Design sudoku_sweep_ctrl, sky130hd; sources not shown.
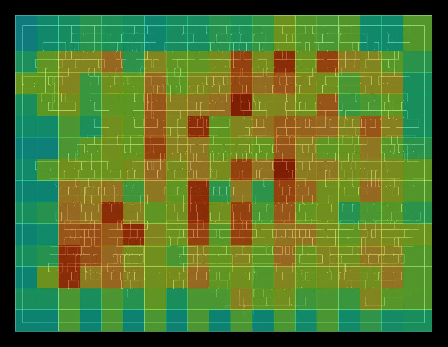
run_1/congestion.png
GRT Max-Usage Layer: met1
global-route usage over all layers: 19.8%
final routed wire length divided by cell count: 15.8 um
global routing met3 resource utilization: 3.02%

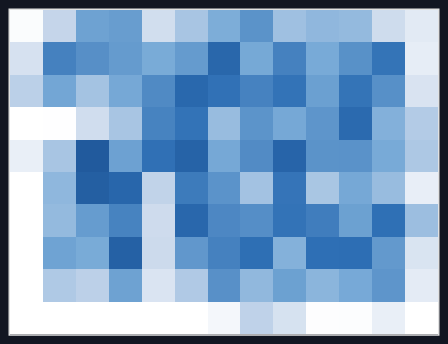
run_1/cell_density.png
13 x 10 tiles, from white (low) to dark blue (high), 0 to 100% covered.
- fullest tile: 83%
- tiles over 75% full: 8.5%
- mean over tiles: 44%
area of the placeable core: 12300 sq um
post-layout utilization of the core: 50.0%

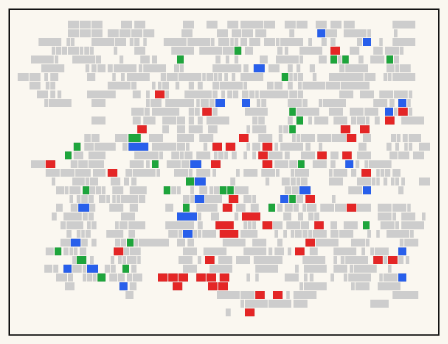
run_1/logic_types.png
- blue: non-inverting ao/oa cells (cells 24)
- green: and/or cells (cells 28)
- red: xor and xnor cells (cells 48)
fraction of standard cell area in multi-input logic: 67.5%
Cell Count, Final, Fillers Out: 857
Top cell excl fill/tap: ha_1

==> run notes, run 1 <==
impl run done, here's what came out: synth warn=0, combined buffer and inverter count along the critical path=7, critical path launch point type=flip-flop, sort of element at the end of the critical path=primary output, final total power=0.634 mW, count of port buffers added during placement=42, simple-gate share of the synthesized area=19.9%, top layer in use=met4, vias in the first global route=4436, outcome=finished, final reports clean, final number of max-transition violations=0, die x size=133 um, length in cells of the worst reg-to-reg path=7, minimum hold slack=0.495 ns, number of sinks handled by clock tree synthesis=34, DR iter-0 viols=241, final critical-path setup slack=0.344 ns, net switching power figure=0.246 mW, number of nets with antenna violations after routing=0, commonest register cell after synthesis=dfxtp_1, Chip Height=101 um
[run 1: logic make-up after synthesis]
logic type               after synthesis
other                                  1
buffers and inverters                 92
adder cells (fa/ha/maj)               98
AND/OR/NAND/NOR                      197
flip-flops                            34
XOR/XNOR                              48
AND-OR/OR-AND                        148
multiplexers                           9
[run 1: cells in the mapped netlist (3+ instances only)]
cell,count,area share [%]
a211o_1,3,0.52
a211oi_1,10,1.5
a21o_1,9,1.3
a21oi_1,52,5.2
a22oi_1,7,1.0
and2_1,8,1.0
and3_1,7,0.87
buf_2,4,0.40
buf_6,4,0.90
clkbuf_1,20,1.5
dfxtp_1,34,14
fa_1,24,9.6
ha_1,73,18
inv_1,63,4.7
mux2i_1,7,1.4
nand2_1,34,2.5
nand2b_1,12,1.5
nand3_1,16,1.6
nand4_1,5,0.62
nor2_1,69,5.1
nor2b_1,6,0.75
nor3_1,12,1.2
nor4_1,3,0.37
o2111ai_1,3,0.52
o21a_1,3,0.45
o21ai_0,17,1.7
o21bai_1,4,0.60
or2_2,3,0.37
or3_1,5,0.62
xnor2_1,34,5.9
xor2_1,14,2.4
[run 1: area by class of cell]
type	instances	area, sq um	area share [%]
buffer	29	159	2.59
clock buffer	5	125	2.04
clock inverter	3	45.0	0.735
inverter	63	245	4.00
multi-input combinational	501	4140	67.5
sequential	34	689	11.3
tap	166	208	3.39
timing repair buffer	56	520	8.49
[run 1: power groups by stage]
| stage | clock network (mW) | logic, mW | registers, mW |
|---|---|---|---|
| after floorplan | 0 | 0.242 | 0.132 |
| final | 0.162 | 0.342 | 0.130 |
| after CTS | 0.164 | 0.331 | 0.129 |
| after global routing | 0.171 | 0.385 | 0.130 |
| after global placement | 0 | 0.311 | 0.133 |
| after detailed placement | 0 | 0.316 | 0.133 |
run_1/layer_met2.png
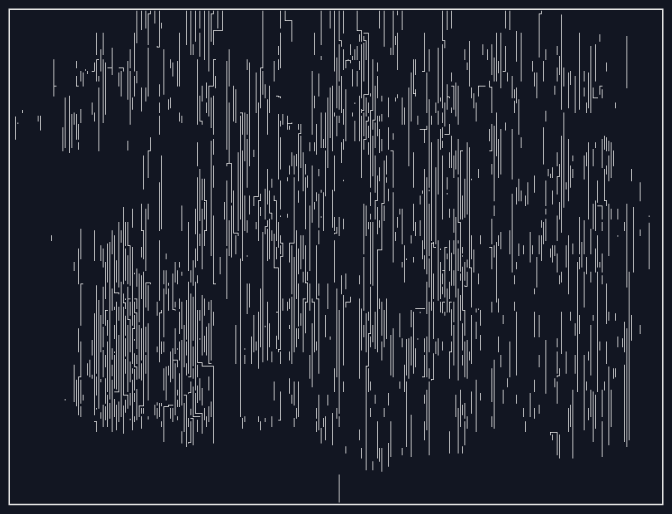

==> run 2: changes to the inputs <==
CELL_PAD_IN_SITES_DETAIL_PLACEMENT = 2   (was default)
CELL_PAD_IN_SITES_GLOBAL_PLACEMENT = 2   (was default)
CORE_UTILIZATION = 32   (was 40)
PLACE_DENSITY = 0.76   (was 0.59)
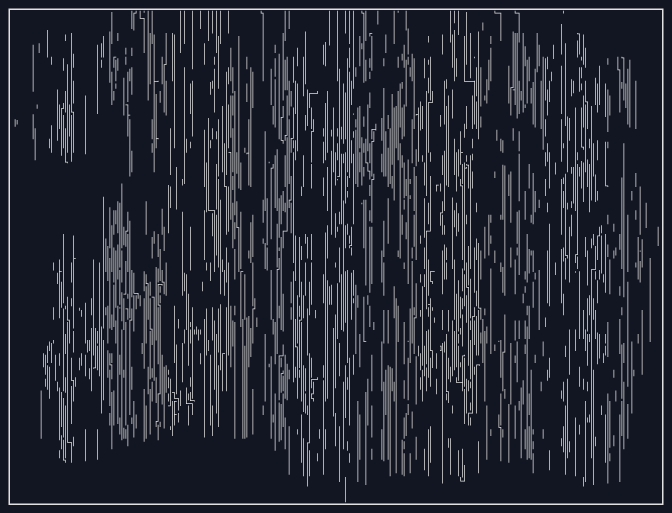
run_2/layer_met2.png
- longest straight run: 43.0 um
- nets with wire on the layer: 742
- main direction: vertical
- share of all routed wire: 49%
- wire length on this layer: 8840 um
vias after detailed routing: 4907
routing usage on met2: 36.8%
Total Routed Length: 18.1 mm

==> run 2 against run 1 <==
Net effect:
- worst setup slack better by 0.057 ns
- core utilization fell by 9.1 points
- critical path depth did not move
- synthesized cell count unchanged
- sequential power is essentially flat
- clock power is about 10% lower
- via count grew 4.9%
- flip-flop count unchanged
==> run notes, run 2 <==
impl run done, here's what came out: net switching power figure=0.273 mW (was 0.246 mW), synth warn=0 (unchanged), length in cells of the worst reg-to-reg path=7 (unchanged), sort of element at the end of the critical path=primary output (unchanged), Main area contributors=ha_1, dfxtp_1, fa_1 (unchanged), number of sinks handled by clock tree synthesis=34 (unchanged), cell with the most instances after synthesis=ha_1 (unchanged), minimum hold slack=0.505 ns (was 0.495 ns), share of layout cells above drive strength 1=14.1% (was 12.3%), global routing met3 resource utilization=2.52% (was 3.02%), Top-area cell share=18.2% (unchanged), vias in the first global route=5333 (was 4436), global-route usage over all layers=21.5% (was 19.8%), count of port buffers added during placement=42 (unchanged), number of nets with antenna violations after routing=0 (unchanged), Chip Height=113 um (was 101 um), sequential group share of total power=19.3% (was 20.4%), Yosys top cell by area=ha_1 (unchanged), final routed wire length divided by cell count=20.2 um (was 15.8 um), die x size=149 um (was 133 um), Worst R2R Setup Slack=7.91 ns (was 8.22 ns), final total power=0.674 mW (was 0.634 mW), GRT Max-Usage Layer=met2 (was met1), final number of max-transition violations=0 (unchanged), path class of the lowest-slack min-delay path=reg -> reg (unchanged), post-layout utilization of the core=40.8% (was 50.0%), family with the most delay on the worst path=adder cells (unchanged), number of H-tree levels=2 (unchanged), yosys cell count=627 (unchanged), Combinational Area=4210 sq um (was 4140 sq um), combined buffer and inverter count along the critical path=7 (unchanged), area of the placeable core=15300 sq um (was 12300 sq um), outcome=finished, final reports clean (unchanged), Cell Count, Final, Fillers Out=899 (was 857), most instantiated cells after synthesis=ha_1, nor2_1, inv_1 (unchanged), area taken by flip-flops and latches=691 sq um (was 689 sq um), commonest register cell after synthesis=dfxtp_1 (unchanged), register area share after synthesis=13.5% (unchanged), Late-Pin Clk Latency=0.29 ns (was 0.28 ns), DR iter-0 viols=194 (was 241), NumNets Final=805 (was 802), critical path depth=39 (unchanged), Top cell excl fill/tap=nor2_1 (was ha_1), critical path launch point type=flip-flop (unchanged)
## run 2: area by class of cell
| cell class | count | area share (%) |
|---|---|---|
| clock buffers | 6 | 2.22 |
| plain buffers | 28 | 2.42 |
| well taps | 205 | 4.10 |
| flip-flops and latches | 34 | 11.0 |
| clock inverters | 2 | 0.200 |
| repair buffers | 60 | 8.80 |
| inverters | 63 | 4.00 |
| multi-input cells | 501 | 67.2 |
## run 2: power groups by stage
stage / clock network [mW] / registers, mW / logic (mW)
final: 0.144 / 0.130 / 0.400
after global routing: 0.155 / 0.130 / 0.450
after CTS: 0.147 / 0.130 / 0.363
after detailed placement: 0 / 0.133 / 0.335
after global placement: 0 / 0.133 / 0.316
after floorplan: 0 / 0.132 / 0.242
## run 2: per-stage QoR
step / cell area (sq um) / setup slack, ns
6_report: 6260 / 0.401
2_1_floorplan: 5030 / 0.507
5_1_grt: 6260 / -0.0151
4_1_cts: 6040 / 0.0214
3_3_place_gp: 5710 / -1.83
3_5_place_dp: 5710 / -2.18
## run 2: repair_timing
action                                  CTS  global route
setup buffers                             6            12
pin swaps                                11            26
resized                                  37            26
endpoints found under the setup margin    5             1
hold endpoints to repair                  0             0
hold buffers                              0             0
## run 2: kinds of logic (layout without fill, tap and decap cells)
group	count (synthesis)	in the layout	synth area share [%]
multiplexers	9	9	1.84
buffers and inverters	92	159	7.56
other	1	1	0.0746
adder cells (fa/ha/maj)	98	98	27.9
flip-flops	34	34	13.5
AND/OR/NAND/NOR	197	197	19.9
AND-OR/OR-AND	148	148	20.8
XOR/XNOR	48	48	8.36
## run 2: layer usage
layer | vias to the layer above | share of wire [%] | wire length [um]
met1 | 2530 | 48 | 8740
met2 | 45 | 49 | 8840
met4 | 0 | 0.61 | 110
met5 | - | 0 | 0
met3 | 11 | 2.4 | 436
li1 | 2321 | - | -
No activity file was given, so power comes from the tool's default toggle rates.
